$ cat src/rtl/phase_strobe_tracker_pkg.sv
// phase_strobe_tracker_pkg
//   Shared definitions for the five-phase strobe tracker: FSM state encodings,
//   error codes, the "no phase" index and a multi-hot helper.
package phase_strobe_tracker_pkg;

    localparam int unsigned NUM_PHASES = 5;

    // FSM state encodings; EXPk is numerically k so it doubles as the phase index.
    localparam logic [2:0] ST_EXP0   = 3'd0;
    localparam logic [2:0] ST_EXP1   = 3'd1;
    localparam logic [2:0] ST_EXP2   = 3'd2;
    localparam logic [2:0] ST_EXP3   = 3'd3;
    localparam logic [2:0] ST_EXP4   = 3'd4;
    localparam logic [2:0] ST_HALTED = 3'd5;
    localparam logic [2:0] ST_ERROR  = 3'd6;

    localparam logic [1:0] ERR_NONE    = 2'b00;
    localparam logic [1:0] ERR_ORDER   = 2'b01;
    localparam logic [1:0] ERR_MULTI   = 2'b10;
    localparam logic [1:0] ERR_TIMEOUT = 2'b11;

    localparam logic [2:0] PH_IDX_NONE = 3'd7;

    // True when more than one strobe bit is set.
    function automatic logic is_multi_hot(input logic [NUM_PHASES-1:0] v);
        return (v & (v - 5'd1)) != 5'd0;
    endfunction

endpackage

$ cat src/rtl/phase_strobe_tracker_watchdog.sv
// phase_strobe_tracker_watchdog
//   Idle-clock counter between strobes of one instruction.
//   clock   in   system clock
//   reset   in   asynchronous active-high reset
//   clear   in   restart the count (accepted strobe or not inside an instruction)
//   enable  in   count this clock (idle clock inside an instruction)
//   expired out  one more idle clock reaches TIMEOUT; a strobe this clock still wins
module phase_strobe_tracker_watchdog #(
    parameter int unsigned TIMEOUT = 8
) (
    input  logic clock,
    input  logic reset,
    input  logic clear,
    input  logic enable,
    output logic expired
);

    localparam int unsigned CW = $clog2(TIMEOUT + 1);
    localparam logic [CW-1:0] LAST = CW'(TIMEOUT - 1);

    logic [CW-1:0] count_q;

    always_ff @(posedge clock or posedge reset) begin
        if (reset) begin
            count_q <= '0;
        end else if (clear) begin
            count_q <= '0;
        end else if (enable && (count_q != LAST)) begin
            count_q <= count_q + CW'(1);
        end
    end

    assign expired = (count_q == LAST);

endmodule

$ cat src/rtl/phase_strobe_tracker.sv
// phase_strobe_tracker
//   Receiving end of the five-phase strobe protocol. Checks strobe order,
//   drives registered per-stage enables, raises a sticky halt request,
//   counts retired instructions and flags protocol errors.
//   clock       in   system clock
//   reset       in   asynchronous active-high reset
//   phase_in    in   5  strobes, bit i = p_i
//   halt_req    in   1  decoder says current instruction is HLT
//   halt_ext    in   1  external stop request
//   stage_en    out  5  one-cycle pulse of bit i after accepted p_i
//   phase_idx   out  3  next expected phase, 7 when halted or in error
//   halt_out    out  1  sticky halt request to the controller
//   halted      out  1  FSM is HALTED
//   phase_err   out  1  sticky protocol error
//   err_code    out  2  first error cause
//   inst_count  out  COUNT_W retired instructions, wrapping
module phase_strobe_tracker
    import phase_strobe_tracker_pkg::*;
#(
    parameter int unsigned COUNT_W = 16,
    parameter int unsigned TIMEOUT = 8
) (
    input  logic               clock,
    input  logic               reset,
    input  logic [4:0]         phase_in,
    input  logic               halt_req,
    input  logic               halt_ext,
    output logic [4:0]         stage_en,
    output logic [2:0]         phase_idx,
    output logic               halt_out,
    output logic               halted,
    output logic               phase_err,
    output logic [1:0]         err_code,
    output logic [COUNT_W-1:0] inst_count
);

    logic [2:0]         state_q, state_d;
    logic [1:0]         err_q, err_d;
    logic               halt_q, halt_d;
    logic               perr_q;
    logic [4:0]         stage_en_q;
    logic [COUNT_W-1:0] count_q;

    logic       in_exp, counting, accept, honour, halt_pend, wd_expired;
    logic [4:0] expected;

    assign in_exp    = (state_q <= ST_EXP4);
    assign counting  = in_exp && (state_q != ST_EXP0);
    assign expected  = 5'b00001 << state_q;
    // halt_req only means something once the instruction has been decoded (after p1).
    assign honour    = (halt_ext && in_exp) ||
                       (halt_req && (state_q >= ST_EXP2) && (state_q <= ST_EXP4));
    assign halt_pend = halt_q || honour;

    phase_strobe_tracker_watchdog #(
        .TIMEOUT(TIMEOUT)
    ) u_watchdog (
        .clock  (clock),
        .reset  (reset),
        .clear  (accept || !counting),
        .enable (counting && (phase_in == 5'd0)),
        .expired(wd_expired)
    );

    always_comb begin
        state_d = state_q;
        err_d   = err_q;
        accept  = 1'b0;
        if (in_exp) begin
            if (phase_in == 5'd0) begin
                if (counting && wd_expired) begin
                    state_d = ST_ERROR;
                    err_d   = ERR_TIMEOUT;
                end
            end else if (is_multi_hot(phase_in)) begin
                state_d = ST_ERROR;
                err_d   = ERR_MULTI;
            end else if (phase_in == expected) begin
                accept = 1'b1;
                if (state_q == ST_EXP4) begin
                    state_d = halt_pend ? ST_HALTED : ST_EXP0;
                end else begin
                    state_d = state_q + 3'd1;
                end
            end else begin
                state_d = ST_ERROR;
                err_d   = ERR_ORDER;
            end
        end else if (state_q == ST_HALTED) begin
            if (phase_in != 5'd0) begin
                state_d = ST_ERROR;
                err_d   = ERR_ORDER;
            end
        end
        // An error also stops the controller.
        halt_d = halt_pend || (state_d == ST_ERROR);
    end

    always_ff @(posedge clock or posedge reset) begin
        if (reset) begin
            state_q    <= ST_EXP0;
            err_q      <= ERR_NONE;
            halt_q     <= 1'b0;
            perr_q     <= 1'b0;
            stage_en_q <= '0;
            count_q    <= '0;
        end else begin
            state_q    <= state_d;
            err_q      <= err_d;
            halt_q     <= halt_d;
            perr_q     <= perr_q || (state_d == ST_ERROR);
            stage_en_q <= accept ? phase_in : 5'd0;
            if (accept && (state_q == ST_EXP4)) begin
                count_q <= count_q + COUNT_W'(1);
            end
        end
    end

    assign stage_en   = stage_en_q;
    assign phase_idx  = in_exp ? state_q : PH_IDX_NONE;
    assign halt_out   = halt_q;
    assign halted     = (state_q == ST_HALTED);
    assign phase_err  = perr_q;
    assign err_code   = err_q;
    assign inst_count = count_q;

endmodule

$ cat config.mk
export PLATFORM = sky130hd
export DESIGN_NAME = phase_strobe_tracker
export DESIGN_NICKNAME = d
export VERILOG_FILES = /design/src/rtl/phase_strobe_tracker_pkg.sv /design/src/rtl/phase_strobe_tracker_watchdog.sv /design/src/rtl/phase_strobe_tracker.sv
export SDC_FILE = /design/constraint.sdc
export NUM_CORES = 1
export LEC_CHECK = 0
export CORE_AREA = 3 3 64 72
export CTS_CLUSTER_SIZE = 30
export DETAILED_ROUTE_END_ITERATION = 7
export DIE_AREA = 0 0 67 75
export GPL_ROUTABILITY_DRIVEN = 1
export PLACE_DENSITY_LB_ADDON = 0.15
export SLEW_MARGIN = 20
export SYNTH_ARGS = -nofsm -noshare
export SYNTH_HDL_FRONTEND = slang
export SYNTH_SLANG_ARGS = --single-unit
$ cat constraint.sdc
create_clock -name clock -period 2.5 [get_ports clock]
set_clock_uncertainty 0.15 [all_clocks]
set_input_delay 0.25 -clock clock [delete_from_list [all_inputs] [get_ports clock]]
set_output_delay 0.25 -clock clock [all_outputs]
set_load 0.05 [all_outputs]
### Signal wires on met1

Supply wires on this layer in grey.
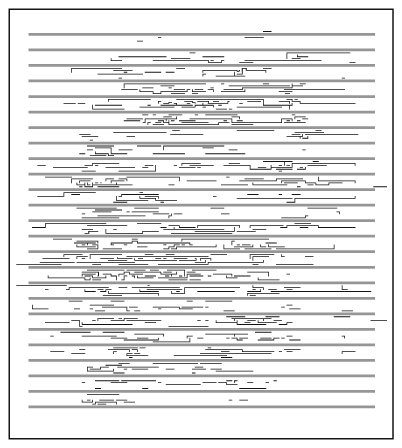
main direction: horizontal
longest straight run: 17.5 microns
share of all routed wire: 44%
met1 capacity usage during global routing: 0.205
total length of routed wires: 3960 microns
routed vias: 1538

### The metal 2 layer

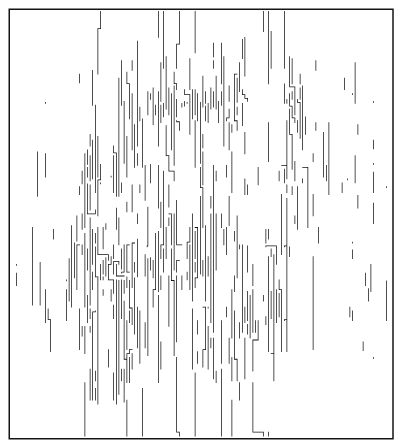
wire length on this layer: 1970 microns
nets with wire on the layer: 224
main direction: vertical
longest straight run: 29.2 microns
share of all routed wire: 50%
met2 usage: 0.260

### Metal 3

The bar under the picture is 20 microns long. Cells faint in the background.
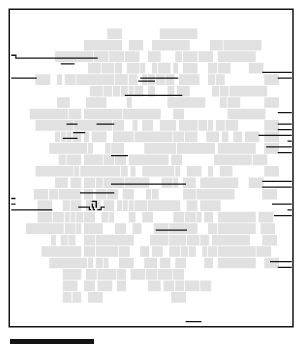
share of all routed wire: 4.9%
main direction: horizontal
nets with wire on the layer: 33
wire length on this layer: 193 microns
longest straight run: 19.3 microns
routing usage on met3: 0.0478

### Clock nets

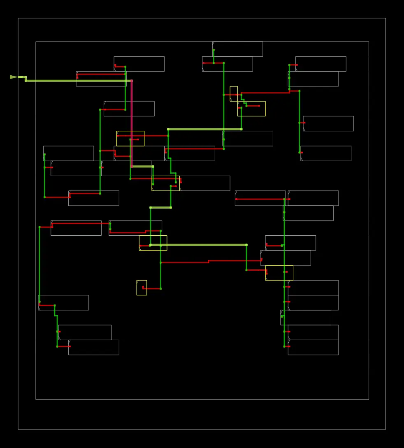
Clock Buffer Count: 6
Num CTS Buffers: 5

==> Table 3: Implementation characteristics <==
Characteristics after synthesis and place and route

Parameter                              Value

Status
  Run status    finished, final reports clean

Power
  Clk pwr    369 uW
  Logic pwr share    0.086
  Overall Power    974 uW
  Fraction of power consumed by sequential logic    0.534
  Leakage power summed over all cells    around 1.1 nW

Placement
  Dpl cell area    approximately 2300 sq um
  Setup WS pre-CTS    -185 ps
  Last weighted congestion value of the routability-driven placer    0.916
  Post-detail-place hpwl    2900 microns

Final timing
  Hold Vio Cnt, Final    0
  Time the worst path needs with I/O delays and setup    between 2000 and 2500 ps
  Post-Route Setup TNS    0 ps
  Final hold slack    around 190 ps
  Final worst setup slack    between 90 and 100 ps

Worst setup path
  Buffers & Inverters on Critical Path    1
  CP top delay family    simple AND/OR/NAND/NOR gates
  Slowest cell on the critical path    nor4_4
  Crit path capture    halt_out
  Startpoint of the worst register-to-register path    state_q[1]
  Max stage delay on crit path    420 ps

Global routing
  GR Util All Layers    0.164

Logic synthesis
  Post-synth top flop    dfrtp_1
  Number of cell instances after yosys synthesis    between 150 and 200
  Share of the yosys chip area belonging to registers    0.448
  Number of enable flip-flop cells    0

Floorplanning
  Floorplan Core Area    3960 sq um

Finish
  Summed area of non-filler cells in the final layout    around 2500 sq um
  Total inserted antenna cells    0
  Nets    roughly 260
  Area growth from synthesis to layout    41.3%

Detailed routing
  Number of nets still failing antenna checks after routing    0
  Count of TritonRoute iterations in the first routing pass    4
  DRC violations left    0

Clocking
  TritonCTS clock tree    built
[cell type report]
| cell class | instances | area (sq um) | area share |
|---|---|---|---|
| repair buffers | 64 | 573 | 0.227 |
| clock inverters | 1 | 5.00 | 0.00198 |
| clock buffers | 6 | 72.6 | 0.0287 |
| flip-flops and latches | 32 | 803 | 0.318 |
| inverters | 9 | 33.8 | 0.0134 |
| multi-input cells | 129 | 976 | 0.386 |
| well taps | 52 | 65.1 | 0.0257 |
[state kept, by name, summed over array words and instances (netlist names)]
register and cells:
inst_count 16, state_q 3, stage_en 5, u_watchdog.count_q 4
phase_err 1, err_code 2, halt_out 1
[cell families after synthesis]
kind of cell,Yosys count,synth area share
AND/OR/NAND/NOR,69,0.218
flip-flops,32,0.448
AND-OR/OR-AND,28,0.120
XOR/XNOR,20,0.0979
buffers and inverters,16,0.0385
adder cells (fa/ha/maj),8,0.0552
multiplexers,4,0.0231
[per-layer routing]
metal | GRT usage | part of all wire | vias up
met4 | 0.0833 | 0.013 | 0
met2 | 0.260 | 0.50 | 51
met3 | 0.0478 | 0.048 | 6
met5 | 0 | 0 | -
met1 | 0.205 | 0.44 | 734
li1 | - | - | 747
[cells in the mapped netlist (2+ instances only)]
cell,n,area share
a211o_1,2,0.0098
a21o_1,2,0.0084
a21oi_1,4,0.011
and2_1,10,0.035
and3_1,5,0.017
clkbuf_1,5,0.010
dfrtp_1,32,0.45
ha_1,7,0.049
inv_1,9,0.019
mux2i_1,3,0.017
nand2_1,10,0.021
nand2b_1,2,0.0070
nand3_1,10,0.028
nand4_1,6,0.021
nor2_1,14,0.029
nor3_1,3,0.0084
nor4_4,2,0.024
o21ai_0,7,0.020
or3_1,2,0.0070
xnor2_1,18,0.088
xor2_1,2,0.0098
Power is estimated from default activity; no workload was simulated.
